[config.mk]
export PLATFORM = sky130hd
export DESIGN_NAME = coin_acceptor
export DESIGN_NICKNAME = d
export VERILOG_FILES = /design/src/rtl/soda_machine_types.sv /design/src/rtl/coin_debounce.sv /design/src/rtl/coin_acceptor.sv
export SDC_FILE = /design/constraint.sdc
export NUM_CORES = 1
export LEC_CHECK = 0
export CORE_MARGIN = 3
export CORE_UTILIZATION = 50
export DETAILED_ROUTE_END_ITERATION = 12
export GPL_TIMING_DRIVEN = 1
export PLACE_DENSITY = 0.79
export REMOVE_ABC_BUFFERS = 1
export SETUP_SLACK_MARGIN = 0.15
export SLEW_MARGIN = 20
export SYNTH_ARGS = -nofsm -noshare
export SYNTH_HDL_FRONTEND = slang
export SYNTH_SLANG_ARGS = --single-unit
[constraint.sdc]
create_clock -name clk -period 2.4 [get_ports clk]
set_input_delay 0.72 -clock clk [delete_from_list [all_inputs] [get_ports clk]]
set_output_delay 0.72 -clock clk [all_outputs]
set_load 0.03 [all_outputs]
[src/rtl/soda_machine_types.sv]
// Shared types for the soda machine.
//   insert_type         : coin code handed to soda_machine.insert (I0 means "no coin")
//   acceptor_state_type : control states of coin_acceptor
// Helpers map a one-hot rise vector {coin5, coin2, coin1} to a code and detect
// coincident coins.
package soda_machine_types;

    typedef enum logic [1:0] {
        I0 = 2'd0,
        I1 = 2'd1,
        I2 = 2'd2,
        I5 = 2'd3
    } insert_type;

    typedef enum logic [2:0] {
        IDLE,
        EMIT,
        REJECT,
        LOCKOUT,
        JAM
    } acceptor_state_type;

    localparam int NUM_COINS = 3;

    // Bit 0 = coin1, bit 1 = coin2, bit 2 = coin5.
    function automatic insert_type code_of(input logic [2:0] rise);
        insert_type code;
        code = I0;
        case (rise)
            3'b001:  code = I1;
            3'b010:  code = I2;
            3'b100:  code = I5;
            default: code = I0;
        endcase
        return code;
    endfunction

    // True when two or more bits are set.
    function automatic logic multi_hot(input logic [2:0] v);
        return (v & (v - 3'd1)) != 3'd0;
    endfunction

endpackage

[src/rtl/coin_debounce.sv]
// One coin-slot channel: 2-flop synchronizer, debounce filter and high-time
// (jam) counter.
//   clk, reset : system clock, asynchronous active-high reset
//   raw        : raw bouncing sensor, asynchronous to clk
//   level      : debounced level
//   rise       : one-cycle pulse, coincident with level going 0->1
//   jammed     : debounced level has been high for JAM_CYCLES cycles (sticky
//                until level falls)
module coin_debounce #(
    parameter int DEBOUNCE_CYCLES = 4,
    parameter int JAM_CYCLES      = 64
) (
    input  logic clk,
    input  logic reset,
    input  logic raw,
    output logic level,
    output logic rise,
    output logic jammed
);

    localparam int DW = $clog2(DEBOUNCE_CYCLES + 1);
    localparam int JW = $clog2(JAM_CYCLES + 1);
    localparam logic [DW-1:0] DB_LAST = DW'(DEBOUNCE_CYCLES - 1);
    localparam logic [JW-1:0] JAM_MAX = JW'(JAM_CYCLES);

    logic          sync1_reg;
    logic          sync2_reg;
    logic          level_reg;
    logic          rise_reg;
    logic [DW-1:0] db_cnt_reg;
    logic [JW-1:0] high_cnt_reg;

    always_ff @(posedge clk or posedge reset) begin
        if (reset) begin
            sync1_reg    <= 1'b0;
            sync2_reg    <= 1'b0;
            level_reg    <= 1'b0;
            rise_reg     <= 1'b0;
            db_cnt_reg   <= '0;
            high_cnt_reg <= '0;
        end else begin
            sync1_reg <= raw;
            sync2_reg <= sync1_reg;
            rise_reg  <= 1'b0;

            // Disagreeing samples must be consecutive; one agreeing sample
            // restarts the count. The DEBOUNCE_CYCLES-th disagreement flips.
            if (sync2_reg != level_reg) begin
                if (db_cnt_reg == DB_LAST) begin
                    level_reg  <= sync2_reg;
                    rise_reg   <= sync2_reg;
                    db_cnt_reg <= '0;
                end else begin
                    db_cnt_reg <= db_cnt_reg + DW'(1);
                end
            end else begin
                db_cnt_reg <= '0;
            end

            // Saturating high-time counter for jam detection.
            if (!level_reg) begin
                high_cnt_reg <= '0;
            end else if (high_cnt_reg != JAM_MAX) begin
                high_cnt_reg <= high_cnt_reg + JW'(1);
            end
        end
    end

    assign level  = level_reg;
    assign rise   = rise_reg;
    assign jammed = (high_cnt_reg == JAM_MAX);

endmodule

[src/rtl/coin_acceptor.sv]
// Soda machine coin front end: turns three raw coin sensors into single-cycle
// insert codes, rejects coincident coins, enforces a post-coin lockout and
// reports jammed sensors.
//   clk, reset  : system clock, asynchronous active-high reset
//   coin1/2/5   : raw slot sensors (async, bouncing, active-high)
//   insert      : I1/I2/I5 for one cycle per accepted coin, else I0
//   coin_reject : one-cycle pulse per physically rejected coin
//   jam         : level, a sensor is stuck high
module coin_acceptor
    import soda_machine_types::*;
#(
    parameter int DEBOUNCE_CYCLES = 4,
    parameter int LOCKOUT_CYCLES  = 8,
    parameter int JAM_CYCLES      = 64
) (
    input  logic       clk,
    input  logic       reset,
    input  logic       coin1,
    input  logic       coin2,
    input  logic       coin5,
    output logic [1:0] insert,
    output logic       coin_reject,
    output logic       jam
);

    localparam int LW = $clog2(LOCKOUT_CYCLES + 1);
    localparam logic [LW-1:0] LOCK_LAST = LW'(LOCKOUT_CYCLES - 1);

    logic [NUM_COINS-1:0] raw_bus;
    logic [NUM_COINS-1:0] level_bus;
    logic [NUM_COINS-1:0] rise_bus;
    logic [NUM_COINS-1:0] jammed_bus;

    assign raw_bus = {coin5, coin2, coin1};

    genvar gi;
    generate
        for (gi = 0; gi < NUM_COINS; gi++) begin : g_chan
            coin_debounce #(
                .DEBOUNCE_CYCLES(DEBOUNCE_CYCLES),
                .JAM_CYCLES     (JAM_CYCLES)
            ) u_chan (
                .clk   (clk),
                .reset (reset),
                .raw   (raw_bus[gi]),
                .level (level_bus[gi]),
                .rise  (rise_bus[gi]),
                .jammed(jammed_bus[gi])
            );
        end
    endgenerate

    logic any_event;
    logic multi_event;
    logic jam_cond;
    logic all_low;

    assign any_event   = |rise_bus;
    assign multi_event = multi_hot(rise_bus);
    assign jam_cond    = |jammed_bus;
    assign all_low     = ~|level_bus;

    acceptor_state_type state_reg, state_next;
    insert_type         code_reg, code_next;
    logic [LW-1:0]      lock_cnt_reg, lock_cnt_next;
    // A coin that arrives during EMIT/REJECT is rejected on the following
    // cycle so that it never overlaps the current output pulse.
    logic               pending_reg, pending_next;
    insert_type         insert_reg, insert_next;
    logic               reject_reg, reject_next;
    logic               jam_reg, jam_next;

    always_ff @(posedge clk or posedge reset) begin
        if (reset) begin
            state_reg    <= IDLE;
            code_reg     <= I0;
            lock_cnt_reg <= '0;
            pending_reg  <= 1'b0;
            insert_reg   <= I0;
            reject_reg   <= 1'b0;
            jam_reg      <= 1'b0;
        end else begin
            state_reg    <= state_next;
            code_reg     <= code_next;
            lock_cnt_reg <= lock_cnt_next;
            pending_reg  <= pending_next;
            insert_reg   <= insert_next;
            reject_reg   <= reject_next;
            jam_reg      <= jam_next;
        end
    end

    always_comb begin
        state_next    = state_reg;
        code_next     = code_reg;
        lock_cnt_next = lock_cnt_reg;
        pending_next  = 1'b0;
        insert_next   = I0;
        reject_next   = 1'b0;

        case (state_reg)
            IDLE: begin
                if (jam_cond) begin
                    state_next = JAM;
                end else if (multi_event) begin
                    state_next = REJECT;
                end else if (any_event) begin
                    state_next = EMIT;
                    code_next  = code_of(rise_bus);
                end
            end
            EMIT: begin
                insert_next   = code_reg;
                state_next    = LOCKOUT;
                lock_cnt_next = LOCK_LAST;
                pending_next  = any_event;
            end
            REJECT: begin
                reject_next   = 1'b1;
                state_next    = LOCKOUT;
                lock_cnt_next = LOCK_LAST;
                pending_next  = any_event;
            end
            LOCKOUT: begin
                reject_next = any_event | pending_reg;
                if (jam_cond) begin
                    state_next = JAM;
                end else if (any_event || pending_reg) begin
                    lock_cnt_next = LOCK_LAST;
                end else if (lock_cnt_reg == '0) begin
                    state_next = IDLE;
                end else begin
                    lock_cnt_next = lock_cnt_reg - LW'(1);
                end
            end
            JAM: begin
                reject_next = any_event;
                if (all_low) begin
                    state_next    = LOCKOUT;
                    lock_cnt_next = LOCK_LAST;
                end
            end
            default: begin
                state_next = IDLE;
            end
        endcase

        // jam follows the state being entered, so it drops on the same edge
        // that leaves JAM.
        jam_next = (state_next == JAM);
    end

    assign insert      = insert_reg;
    assign coin_reject = reject_reg;
    assign jam         = jam_reg;

endmodule

Figure 1. Clock wiring as the flow saved it (run 1).
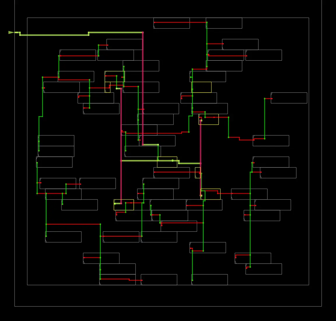
CTS Sinks: 56
Late-Pin Clk Latency: 0.30 ns

Figure 2. Pin placement (run 1).
(4 px per um) Pins as bars across the die edge, other pins in grey.
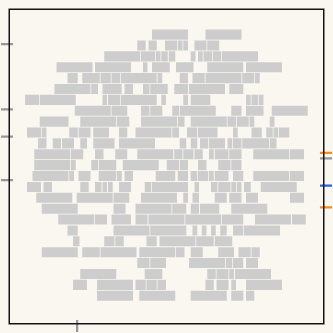
Key: blue = `jam` [pins 1, direction output, edge right]; orange = `insert` [pins 2, direction output, edge right]
IO buf count: 8
Die Width: 78.2 um

==> Changelog: implementation, run 1 <==
### Physical design

- Top area cell types: dfrtp_1 (54%), xnor2_1 (6.0%), ha_1 (4.8%)
- Fillers: 416
- Worst-path clk slew: 0.09 ns
- Combinational power share: 0.282
- CTS resizes: 0
- Crit path to: jam
- Gpl congestion: 0.819
- Setup ws final: approximately 0.39 ns
- TNS Setup: 0 ns
- Wire length on met3: 109 um
- Top cells by count: dfrtp_1 (56), xnor2_1 (18), inv_1 (12), nor2_1 (12), nor2b_1 (11)
- Cell row count: 25
- GR Layer Usage met1: 0.185
- Async SR Flop Fraction: 1.00
- Crit. End Element: output port
- FF-to-FF path depth: 7
- DRC: 0
- Crit path DAT: 1.29 ns
- WHS Endpoint: g_chan[1].u_chan.sync2_reg
- H-tree depth: 2
- Crit path max fanout: 1
- DRT Pass-1 Iters: 4
- Status: finished, final reports clean
- Uppermost layer routed: met4
- Number of enable flip-flop cells: 0
- Initial antenna violation count: 0
- CP required: 1.68 ns
Figure 3. Cell density map (run 1).
(4 px per um) 8 x 8 tiles, from black (low) to pale yellow (high), 0 to 100% covered.
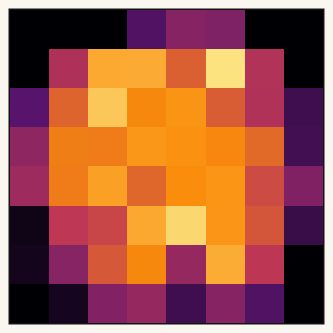
16% of the tiles are nearly empty. 22% of the tiles are over 75% full. The densest ninth of the die: centre. The fullest tile reaches 94%. The emptiest ninth of the die: lower left.
Util after Layout: 0.582
core region area: 4880 um^2
Core Util at FP: 0.535

==> run 1: layout make-up <==
cell class / instances / area share
Clock buffer: 8 / 0.0317
Inverter: 12 / 0.0159
Multi-Input combinational cell: 151 / 0.394
Sequential cell: 56 / 0.494
Tap cell: 67 / 0.0295
Timing Repair Buffer: 9 / 0.0353
==> run 1: cell families (layout without fill, tap and decap cells) <==
| group | after synthesis | in the layout | share of synthesized area |
|---|---|---|---|
| and+or+nand+nor | 89 | 89 | 0.219 |
| xor gates and xnor gates | 22 | 22 | 0.0739 |
| buffers and inverters | 21 | 29 | 0.0345 |
| muxes | 6 | 6 | 0.0245 |
| adders and majority gates | 10 | 10 | 0.0480 |
| DFF | 56 | 56 | 0.537 |
| AOI/OAI and AO/OA | 24 | 24 | 0.0633 |
## Run 2: what changed since run 1
PLACE_DENSITY = 0.82   (was 0.79)
clock period = 1.8 ns   (was 2.4 ns; I/O delays follow)
Figure 4. Cell classes on the final placement (run 2).
(4 px per um)
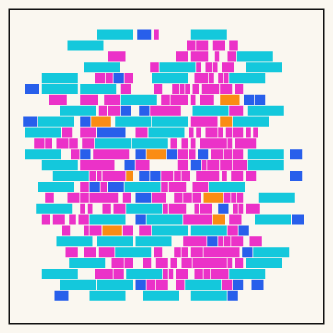
Key: blue = other buffers and delay cells [cells 34]; magenta = combinational and other logic [cells 163]; cyan = flops [cells 56]; orange = clock drivers and dummy loads [cells 8]
cell row count: 25
Seq area share: 0.443
Design Area, Final: 3160 um^2

Figure 5. Pin placement (run 2).
(4 px per um) Pins as bars across the die edge, other pins in grey.
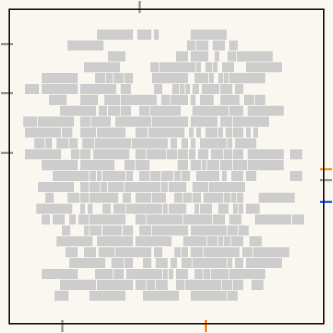
die height: 78.2 um

==> Changelog: implementation, run 2 <==
### Physical design

- Status: finished, final reports clean
- CP required: 2.01 ns
- Leading cell kind: registers
- Async SR Flop Fraction: 1.00
- Inverters, non-clock: 12
- Die Width: 78.2 um
- Buffers excl. clock: 34
- Seq cells: 56
- Core region area: ~5000 um^2
- CTS Sinks: 56
- FF-to-FF path depth: 7
- Logic share of the area: 0.396
- Worst-path clk slew: 0.10 ns
- Buffer share of cell area: 0.0917
- Clock Network Area Fraction: 0.0289
- Util after Layout: 0.648
- Number of enable flip-flop cells: 0
- WHS Endpoint: g_chan[2].u_chan.sync2_reg
- Combinational Gates: 151
- H-tree depth: 2
- TNS Setup: 0 ns
- Clock buf count: 5
- IO buf count: 8
- Setup ws final: 0.116 ns
- Gpl congestion: 0.830
- Top cells by count: dfrtp_1 (56), xnor2_1 (18), inv_1 (12), nor2_1 (12), nor2b_1 (11)
- Crit path max fanout: 6
- Crit path DAT: 1.89 ns
- Late-Pin Clk Latency: 0.32 ns
- Core Util at FP: 0.535
- Wire length on met3: 122 um
## run 2: cell counts after synthesis
Identical to the previous run, type by type.
## run 2: cells by family after synthesis
| logic type | Yosys count | share of synthesized area |
|---|---|---|
| adders and majority gates | 10 | 0.0480 |
| muxes | 6 | 0.0245 |
| and+or+nand+nor | 89 | 0.219 |
| AOI/OAI and AO/OA | 24 | 0.0633 |
| DFF | 56 | 0.537 |
| buffers and inverters | 21 | 0.0345 |
| xor gates and xnor gates | 22 | 0.0739 |
## run 2: repair_timing
item                                    CTS  global route
gates resized                            17            16
hold buffers                              0             0
endpoints found under the setup margin   14            12
setup buffers                             8             7
pin swaps                                 4             7
hold endpoints to repair                  0             0
## Run 3: what changed since run 2
SETUP_SLACK_MARGIN = unset   (was 0.15)
Figure 6. Cell classes on the final placement (run 3).
(4 px per um)
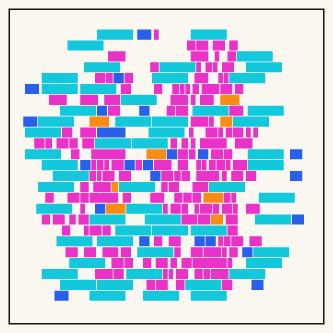
Key: magenta = combinational and other logic [cells 163]; orange = clock drivers and dummy loads [cells 8]; blue = other buffers and delay cells [cells 23]; cyan = flops [cells 56]
Util after Layout: 0.612
Seq area share: 0.470
Design Area, Final: 2980 um^2

Figure 7. Pin placement (run 3).
(4 px per um) Pins as bars across the die edge, other pins in grey.
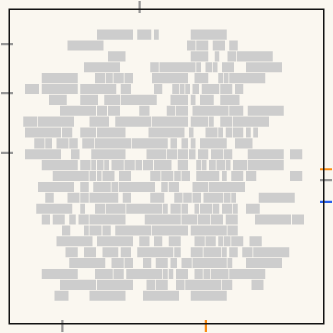

==> Changelog: implementation, run 3 <==
### Physical design

- Status: finished, final reports clean
- Top area cell types: dfrtp_1 (54%), xnor2_1 (6.0%), ha_1 (4.8%)
- Area fraction in full adders, half adders and majority gates: 0.0480
- H-tree depth: 2
- Gpl congestion: 0.830
- Simple Share, Synth: 0.219
- Die height: 78.2 um
- Crit path to: lock_cnt_reg[3]
- Fillers: 396
- CP required: 2.01 ns
- FF-to-FF path depth: 7
- Seq cells: 56
- Late-Pin Clk Latency: 0.31 ns
- Crit path max fanout: 6
- Core region area: just under 5000 um^2
- Top cells by count: dfrtp_1 (56), xnor2_1 (18), inv_1 (12), nor2_1 (12), nor2b_1 (11)
- Wire length on met3: 147 um
- Clock Network Area Fraction: 0.0306
- IO buf count: 8
- Buffers excl. clock: 23
- CTS Sinks: 56
- Core Util at FP: 0.535
- Worst-path clk slew: 0.10 ns
[run 3: repair_timing]
item / in CTS / in global routing
endpoints found under the setup margin: 6 / 7
pin swaps: 0 / 2
resized: 6 / 5
endpoints found under the hold margin: 0 / 0
buffers inserted: 0 / 4
[run 3: through the flow]
stage	total power, uW	hold slack, ns	worst slack (ns)	utilization
6_report	3590	0.359	0.0617	0.612
5_1_grt	3860	0.372	-0.0125	0.612
4_1_cts	3580	0.360	0.0414	0.600
3_5_place_dp	2840	0.336	0.0414	0.578
3_3_place_gp	2770	0.332	0.106	0.578
2_1_floorplan	2510	0.331	-0.111	-
[run 3: routing by layer]
layer	vias up	global-route usage
met5	-	0
met4	0	0.0594
met3	8	0.0310
met2	30	0.241
met1	789	0.205
li1	816	-
Power and IR drop assume default switching activity.
